<file path="config.mk">
export PLATFORM = sky130hd
export DESIGN_NAME = rx_sample_fifo_flat
export DESIGN_NICKNAME = d
export VERILOG_FILES = /design/src/rtl/thermo_pkg.sv /design/src/rtl/rx_sample_fifo_if.sv /design/src/rtl/fifo_dpram.sv /design/src/rtl/rx_sample_fifo.sv /design/src/flat_wrapper.sv
export SDC_FILE = /design/constraint.sdc
export NUM_CORES = 1
export LEC_CHECK = 0
export ABC_CLOCK_PERIOD_IN_PS = 3490
export CAP_MARGIN = 0
export CORE_MARGIN = 2
export CORE_UTILIZATION = 40
export CTS_BUF_LIST = sky130_fd_sc_hd__clkbuf_8
export CTS_CLUSTER_SIZE = 40
export DETAILED_ROUTE_END_ITERATION = 16
export PLACE_DENSITY_LB_ADDON = 0.05
export SYNTH_ARGS = -nofsm -noshare
export SYNTH_HDL_FRONTEND = slang
export SYNTH_SLANG_ARGS = --single-unit
</file>
<file path="constraint.sdc">
create_clock -name clk -period 3.49 [get_ports clk]
set_input_delay 0.5235 -clock clk [delete_from_list [all_inputs] [get_ports clk]]
set_output_delay 0.5235 -clock clk [all_outputs]
set_load 0.05 [all_outputs]
</file>
<file path="src/rtl/thermo_pkg.sv">
// Shared thermostat constants and the sample type used by the UART receive path.
package thermo_pkg;

  localparam int SAMPLE_W      = 8;
  localparam int RX_FIFO_DEPTH = 16;

  typedef logic [SAMPLE_W-1:0] sample_t;

endpackage

</file>
<file path="src/rtl/rx_sample_fifo_if.sv">
// Strobe/status bundle between the slave FSM (master) and the sample FIFO (slave).
//
// Handshake: insert, remove and clear are single-cycle strobes sampled on the
// rising edge; there is no ready. The FIFO answers through status: data_valid
// pulses in the cycle after an accepted remove, with data_out holding the popped
// byte until the next accepted remove; overflow/underflow pulse for one cycle
// when a strobe could not be honoured. empty/full/count always describe the
// occupancy left by the most recent edge.
interface rx_sample_fifo_if
  import thermo_pkg::*;
#(
  parameter int DATA_W = SAMPLE_W,
  parameter int DEPTH  = RX_FIFO_DEPTH
);

  localparam int ADDR_W = $clog2(DEPTH);

  logic              insert;
  logic              remove;
  logic              clear;
  logic [DATA_W-1:0] data_in;
  logic [DATA_W-1:0] data_out;
  logic              data_valid;
  logic              empty;
  logic              full;
  logic [ADDR_W:0]   count;
  logic              overflow;
  logic              underflow;

  modport master (
    output insert, remove, clear, data_in,
    input  data_out, data_valid, empty, full, count, overflow, underflow
  );

  modport slave (
    input  insert, remove, clear, data_in,
    output data_out, data_valid, empty, full, count, overflow, underflow
  );

endinterface

</file>
<file path="src/rtl/fifo_dpram.sv">
// Simple dual-port RAM: one synchronous write port, one synchronous read port,
// no reset. A read and a write to the same address in one cycle return the old
// contents (read happens before write).
module fifo_dpram #(
  parameter int DATA_W = 8,
  parameter int DEPTH  = 16,
  parameter int ADDR_W = $clog2(DEPTH)
) (
  input  logic              clk,
  input  logic              we,
  input  logic [ADDR_W-1:0] waddr,
  input  logic [DATA_W-1:0] wdata,
  input  logic              re,
  input  logic [ADDR_W-1:0] raddr,
  output logic [DATA_W-1:0] rdata
);

  logic [DATA_W-1:0] mem [DEPTH];

  // Write port: store the incoming byte when enabled.
  always_ff @(posedge clk) begin
    if (we) mem[waddr] <= wdata;
  end

  // Read port: registered output, held while re is low.
  always_ff @(posedge clk) begin
    if (re) rdata <= mem[raddr];
  end

endmodule

</file>
<file path="src/rtl/rx_sample_fifo.sv">
// Byte FIFO for thermostat samples received over UART.
// Holds pointers, occupancy count, strobe decode and the one-cycle status pulses;
// storage lives in fifo_dpram.
// Build option: define RX_FIFO_OVERWRITE_EN to make an insert into a full FIFO
// (without a simultaneous remove) replace the oldest entry instead of being dropped.
module rx_sample_fifo
  import thermo_pkg::*;
#(
  parameter int DATA_W = SAMPLE_W,
  parameter int DEPTH  = RX_FIFO_DEPTH
) (
  input logic              clk,
  input logic              rst,
  rx_sample_fifo_if.slave  bus
);

  localparam int ADDR_W = $clog2(DEPTH);
  localparam int CNT_W  = ADDR_W + 1;

  logic [ADDR_W-1:0] wr_ptr;
  logic [ADDR_W-1:0] rd_ptr;
  logic [CNT_W-1:0]  count_q;
  logic [CNT_W-1:0]  count_nxt;
  logic              data_valid_q;
  logic              overflow_q;
  logic              underflow_q;
  logic              popped_q;
  logic [DATA_W-1:0] ram_q;

  logic empty;
  logic full;
  logic do_ins;
  logic do_rem;
  logic wr_en;
  logic rd_en;
  logic ow_adv;
  logic rd_adv;
  logic overflow_nxt;
  logic underflow_nxt;

  assign empty = (count_q == '0);
  assign full  = (count_q == CNT_W'(DEPTH));

  // Strobe decode: clear masks insert/remove; reset masks everything so the RAM
  // is never written while rst is low.
  always_comb begin
    do_ins        = rst && !bus.clear && bus.insert;
    do_rem        = rst && !bus.clear && bus.remove;
    rd_en         = do_rem && !empty;
    underflow_nxt = do_rem && empty;
    overflow_nxt  = do_ins && full && !do_rem;
`ifdef RX_FIFO_OVERWRITE_EN
    wr_en         = do_ins;
    ow_adv        = do_ins && full && !do_rem;
`else
    wr_en         = do_ins && (!full || do_rem);
    ow_adv        = 1'b0;
`endif
    rd_adv        = rd_en || ow_adv;
  end

  // Next occupancy: net change of one write and one read-pointer advance.
  always_comb begin
    count_nxt = count_q;
    if (rst && bus.clear) begin
      count_nxt = '0;
    end else begin
      case ({wr_en, rd_adv})
        2'b10:   count_nxt = count_q + CNT_W'(1);
        2'b01:   count_nxt = count_q - CNT_W'(1);
        default: count_nxt = count_q;
      endcase
    end
  end

  // Pointer, count and status-pulse registers.
  always_ff @(posedge clk) begin
    if (!rst) begin
      wr_ptr       <= '0;
      rd_ptr       <= '0;
      count_q      <= '0;
      data_valid_q <= 1'b0;
      overflow_q   <= 1'b0;
      underflow_q  <= 1'b0;
      popped_q     <= 1'b0;
    end else begin
      count_q      <= count_nxt;
      data_valid_q <= rd_en;
      overflow_q   <= overflow_nxt;
      underflow_q  <= underflow_nxt;
      if (rd_en) popped_q <= 1'b1;
      if (bus.clear) begin
        wr_ptr <= '0;
        rd_ptr <= '0;
      end else begin
        if (wr_en)  wr_ptr <= wr_ptr + ADDR_W'(1);
        if (rd_adv) rd_ptr <= rd_ptr + ADDR_W'(1);
      end
    end
  end

  fifo_dpram #(
    .DATA_W (DATA_W),
    .DEPTH  (DEPTH),
    .ADDR_W (ADDR_W)
  ) u_ram (
    .clk   (clk),
    .we    (wr_en),
    .waddr (wr_ptr),
    .wdata (bus.data_in),
    .re    (rd_en),
    .raddr (rd_ptr),
    .rdata (ram_q)
  );

  // The RAM read register has no reset, so data_out reads as zero until the first pop.
  assign bus.data_out   = popped_q ? ram_q : '0;
  assign bus.data_valid = data_valid_q;
  assign bus.empty      = empty;
  assign bus.full       = full;
  assign bus.count      = count_q;
  assign bus.overflow   = overflow_q;
  assign bus.underflow  = underflow_q;

endmodule

</file>
<file path="src/flat_wrapper.sv">
// flat-port wrapper written by rule: the top's interface ports become plain ports
module rx_sample_fifo_flat import thermo_pkg::*;
#(
  parameter int DATA_W = SAMPLE_W,
  parameter int DEPTH  = RX_FIFO_DEPTH
)
  (clk, rst, bus_insert, bus_remove, bus_clear, bus_data_in, bus_data_out, bus_data_valid, bus_empty, bus_full, bus_count, bus_overflow, bus_underflow);
  rx_sample_fifo_if #(.DATA_W(DATA_W), .DEPTH(DEPTH)) bus_i ();
  input logic clk;
  input logic rst;
  input wire logic [$bits(bus_i.insert)-1:0] bus_insert;
  input wire logic [$bits(bus_i.remove)-1:0] bus_remove;
  input wire logic [$bits(bus_i.clear)-1:0] bus_clear;
  input wire logic [$bits(bus_i.data_in)-1:0] bus_data_in;
  output wire logic [$bits(bus_i.data_out)-1:0] bus_data_out;
  output wire logic [$bits(bus_i.data_valid)-1:0] bus_data_valid;
  output wire logic [$bits(bus_i.empty)-1:0] bus_empty;
  output wire logic [$bits(bus_i.full)-1:0] bus_full;
  output wire logic [$bits(bus_i.count)-1:0] bus_count;
  output wire logic [$bits(bus_i.overflow)-1:0] bus_overflow;
  output wire logic [$bits(bus_i.underflow)-1:0] bus_underflow;
  assign bus_i.insert = bus_insert;
  assign bus_i.remove = bus_remove;
  assign bus_i.clear = bus_clear;
  assign bus_i.data_in = bus_data_in;
  assign bus_data_out = bus_i.data_out;
  assign bus_data_valid = bus_i.data_valid;
  assign bus_empty = bus_i.empty;
  assign bus_full = bus_i.full;
  assign bus_count = bus_i.count;
  assign bus_overflow = bus_i.overflow;
  assign bus_underflow = bus_i.underflow;
  rx_sample_fifo #(.DATA_W(DATA_W), .DEPTH(DEPTH)) u_core (.clk(clk), .rst(rst), .bus(bus_i));
endmodule
</file>
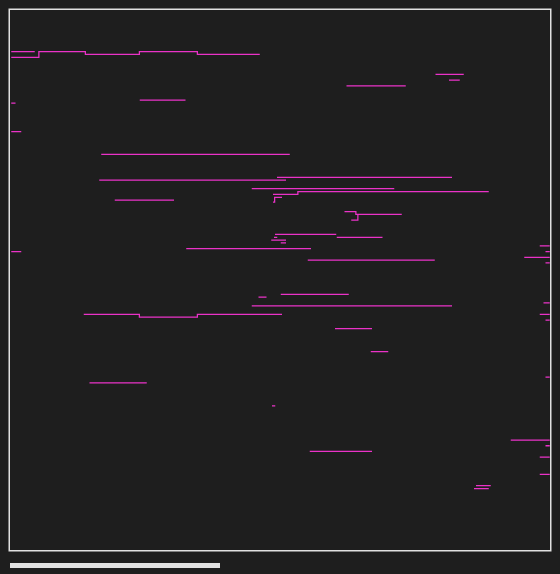
(images/met3.png)
Scale bar: 50 µm.
wire length on this layer	631 µm
nets with wire on the layer	35
share of all routed wire	5.1%
longest straight run	47.4 µm
main direction	horizontal
met3 layer usage reported by global route: 4.407%
vias after detailed routing: 3207

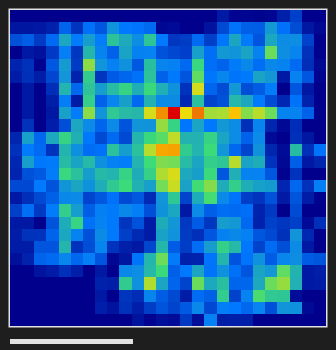
(images/wire_density.png)
Scale bar: 50 µm. 26 x 26 tiles, from dark blue (low) to red (high), scaled to the fullest tile. Values are wire area over tile area, all layers added.
tiles over half the peak	5.8%
nearly empty tiles	16%
densest ninth of the die	middle
emptiest ninth of the die	bottom left
wire length per cell after detailed routing: 20.61 µm
GRT Overall Usage: 16.40%
final wirelength: 12.45 mm

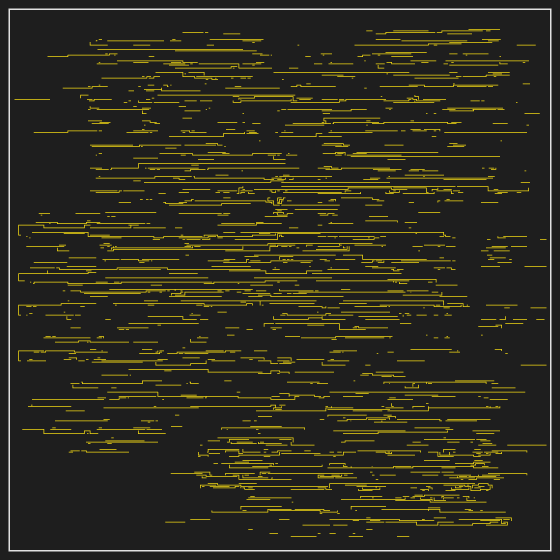
(images/met1.png)
wire length on this layer	5890 µm
share of all routed wire	47%
main direction	horizontal
longest straight run	48.3 µm
nets with wire on the layer	394

==> ds_physical_params.txt <==
Physical design parameters

Parameter                              Value

Status
  Status .................. finished clean

Route
  Met2 layer wire length in the routed design .................. about 5.7 mm
  Count of unresolved DRC violations after routing .................. 0
  Vias per Instance .................. 5.310
  Uppermost metal layer occupied by signal nets .................. met4
  Initial DRC Count .................. around 180
  Antenna viol nets, final .................. 0
  Met3 WL post-DR .................. around 630 µm
  Met1 wire length .................. around 6 mm

Final layout
  Utilization of the core after routing .................. between 40% and 50%
  Layout area overhead .................. 16.47%
  Number of diodes .................. 0
  Fill count .................. around 1300
  Proportion of layout cells with a drive suffix above 1 .................. between 20% and 30%
  Commonest cells after routing, fill and taps aside .................. 136 x edfxtp_1, 32 x mux4_2, 30 x clkdlybuf4s50_1
  Final net count .................. between 400 and 500
  Top cell excl fill/tap .................. edfxtp_1
  Tally of non-filler cells in the final layout .................. slightly above 600

Timing
  Final Hold Fails .................. 0
  Final total negative setup slack .................. 0 ns
  Final Max Slew Viols .................. 0
  Worst-case setup margin in the final layout .................. about 0.36 ns
  Final setup fails .................. 0
  Clock skew after layout .................. between 0.01 and 0.015 ns
  Final Cycle Share .................. roughly 90%
  Worst Tran Pin Value .................. between 0.9 and 1 ns
  Setup repair after global routing missed its margin .................. no
  Timing-limited maximum frequency .................. 0.3194 GHz

Placed design
  GP Congestion .................. 0.7186
  Pre-CTS setup slack .................. approximately 0.28 ns
  Placed cell count .................. ~570
  Detail Placement HPWL .................. just over 8 mm

CTS
  Number of buffers created by CTS .................. 17
  Root buffer selected by CTS .................. clkbuf_8
  Hold bufs inserted after CTS .................. 0
  Post-cts repair resize count .................. 0
  TritonCTS clock tree .................. done
  Largest buffer count on any clock path .................. 2
  Clock net sink count .................. between 150 and 200
  CTS clk-pin slew, worst paths .................. 0.09 ns
  Deepest level of the CTS H-tree .................. 4

Power and ir drop
  Switching fraction of total power .................. between 20% and 30%
  Share of power burned in the clock network .................. around two fifths
  Leak .................. about 2.3 nW
  Sequential power share .................. 58.9%
  Part of the total power dissipated in combinational logic .................. 2.7%
  Internal Pwr Total .................. 2.664 mW
  Pwr Density .................. roughly 470 nW/µm²
  Sw Pwr .................. between 700 and 800 µW
  Peak supply drop .................. 0.2343 mV
  Overall power after layout .................. about 3.4 mW

Die
  Floorplan die area .................. 16530 µm²
  DIE WIDTH .................. between 100 and 150 µm
  Core region area .................. 15200 µm²
  Effective utilization at floorplan .................. 40.83%
  DIE HEIGHT .................. between 100 and 150 µm
  Top Ports .................. 31

Global route
  Global routing met2 resource utilization .................. 24.44%
  Number of global-route vias before repair .................. between 3000 and 4000
  First-pass GRT wire length .................. ~19 mm
  Congestion Overflow GR .................. 0
  Most heavily used metal layer in global routing .................. met2
  Initial antenna violation count .................. 0

Worst setup path
  Worst setup SP type .................. flip-flop
  Dominant cell type by count on the critical path .................. ha_1
  Critical Path Max Stage Delay .................. just over 0.6 ns
  Bufs and invs on worst path .................. 1
  Critical path, cell by cell .................. or4_1, buf_4, o21ai_4, nor2_1, ha_1, xor2_1, ha_1, a21oi_1, a221oi_1, mux2i_1, nand4_1
  Cell type group with the largest total delay on the critical path .................. simple AND/OR/NAND/NOR gates
  Master of the slowest instance on the critical path .................. or4_1
  Required time at the endpoint of the critical path .................. 3.83 ns
  Worst Setup End Kind .................. flip-flop
  Type of the worst setup path .................. flip-flop to flip-flop
  Critical path arrival .................. between 3 and 4 ns

Synth
  Proportion of register bits with asynchronous set or reset after synthesis .................. 0%
  Post-Synth AOI/OAI Area .................. 4.898%
  Post-synthesis simple-gate area fraction .................. under 10%
  Dominant cell by count in the synthesized netlist .................. edfxtp_1
  Multiplexer share of the synthesized area .................. around an eighth
  Floorplan Nets .................. around 370
  Library cell occupying the most area in the post-synthesis netlist .................. edfxtp_1
  Dominant non-sequential cell family after synthesis .................. multiplexers
  Syn avg cell area .................. 17.73 µm²
  Number of instances in the synthesized netlist .................. between 300 and 400
  EDFF count, synth .................. approximately 140
  Yosys warnings .................. 0
  Post-synth seq share .................. a little over 70%
  Adders+Majority by Area .................. about 1.8%
  Top post-synthesis cells by area .................. edfxtp_1 66%, mux4_2 12%, dfxtp_1 5.5%, a22oi_1 1.9%, ha_1 1.8%
  Post-synthesis share of cell area spent on xor and xnor gates .................. less than 1%
  Flip-flop cell with the highest count after synthesis .................. edfxtp_1
  Yosys Instances .................. roughly 350
  List of most frequent post-synthesis cells .................. 136 x edfxtp_1, 32 x mux4_2, 26 x nor2_1

Flow run
  OpenROAD warnings .................. 30
  Max cap viols .................. 0

Min path
  Hold crit path type .................. flip-flop to flip-flop
[final cells by class]
cell class              count  area, µm²  share of cell area (%)
clock inverters            15      148.9                   2.060
well taps                 188      235.2                   3.254
clock buffers              17      234.0                   3.236
flip-flops and latches    153       4425                   61.21
multi-input cells         171       1670                   23.10
repair buffers             54      493.0                   6.819
inverters                   6      22.52                  0.3115
[power groups by stage]
stage,combinational (mW),clock (mW),sequential (mW)
floorplan,0.0366,0,2.04
global placement,0.0932,0,2.04
detailed placement,0.0944,0,2.04
CTS,0.0948,1.34,2.00
global route,0.101,1.43,2.00
finish,0.0928,1.30,2.00
[logic make-up (layout without fill, tap and decap cells)]
kind of cell | after synthesis | in the layout
multiplexers | 35 | 35
buffers and inverters | 26 | 92
adder cells (fa/ha/maj) | 9 | 9
XOR/XNOR | 7 | 7
AND/OR/NAND/NOR | 85 | 85
AND-OR/OR-AND | 35 | 35
flip-flops | 153 | 153
[sequential cells by signal (all words and copies together) (netlist names)]
name / flops
u_core.u_ram.mem: 128
u_core.rd_ptr: 4
u_core.bus.overflow: 1
u_core.bus.data_valid: 1
u_core.bus.underflow: 1
u_core.u_ram.rdata: 8
u_core.wr_ptr: 4
u_core.bus.count: 5
u_core.popped_q: 1
[per-stage QoR]
stage          area (µm²)  hold slack (ns)
6_report             7229           0.5511
5_1_grt              7229           0.5727
4_1_cts              7229           0.5493
3_5_place_dp         6847           0.5376
3_3_place_gp         6847           0.5342
2_1_floorplan        6207           0.4951
[final timing paths]
path,start,end,slack (ns),cells past startpoint
setup / recovery,u_core.bus.count[1],u_core.bus.count[4],0.36,11
hold / removal,u_core.wr_ptr[1],u_core.wr_ptr[1],0.55,2
setup reg to reg,u_core.bus.count[1],u_core.bus.count[4],0.36,11
hold reg to reg,u_core.wr_ptr[1],u_core.wr_ptr[1],0.55,2
Power figures rest on the tool's default switching activity, not on a simulated workload.
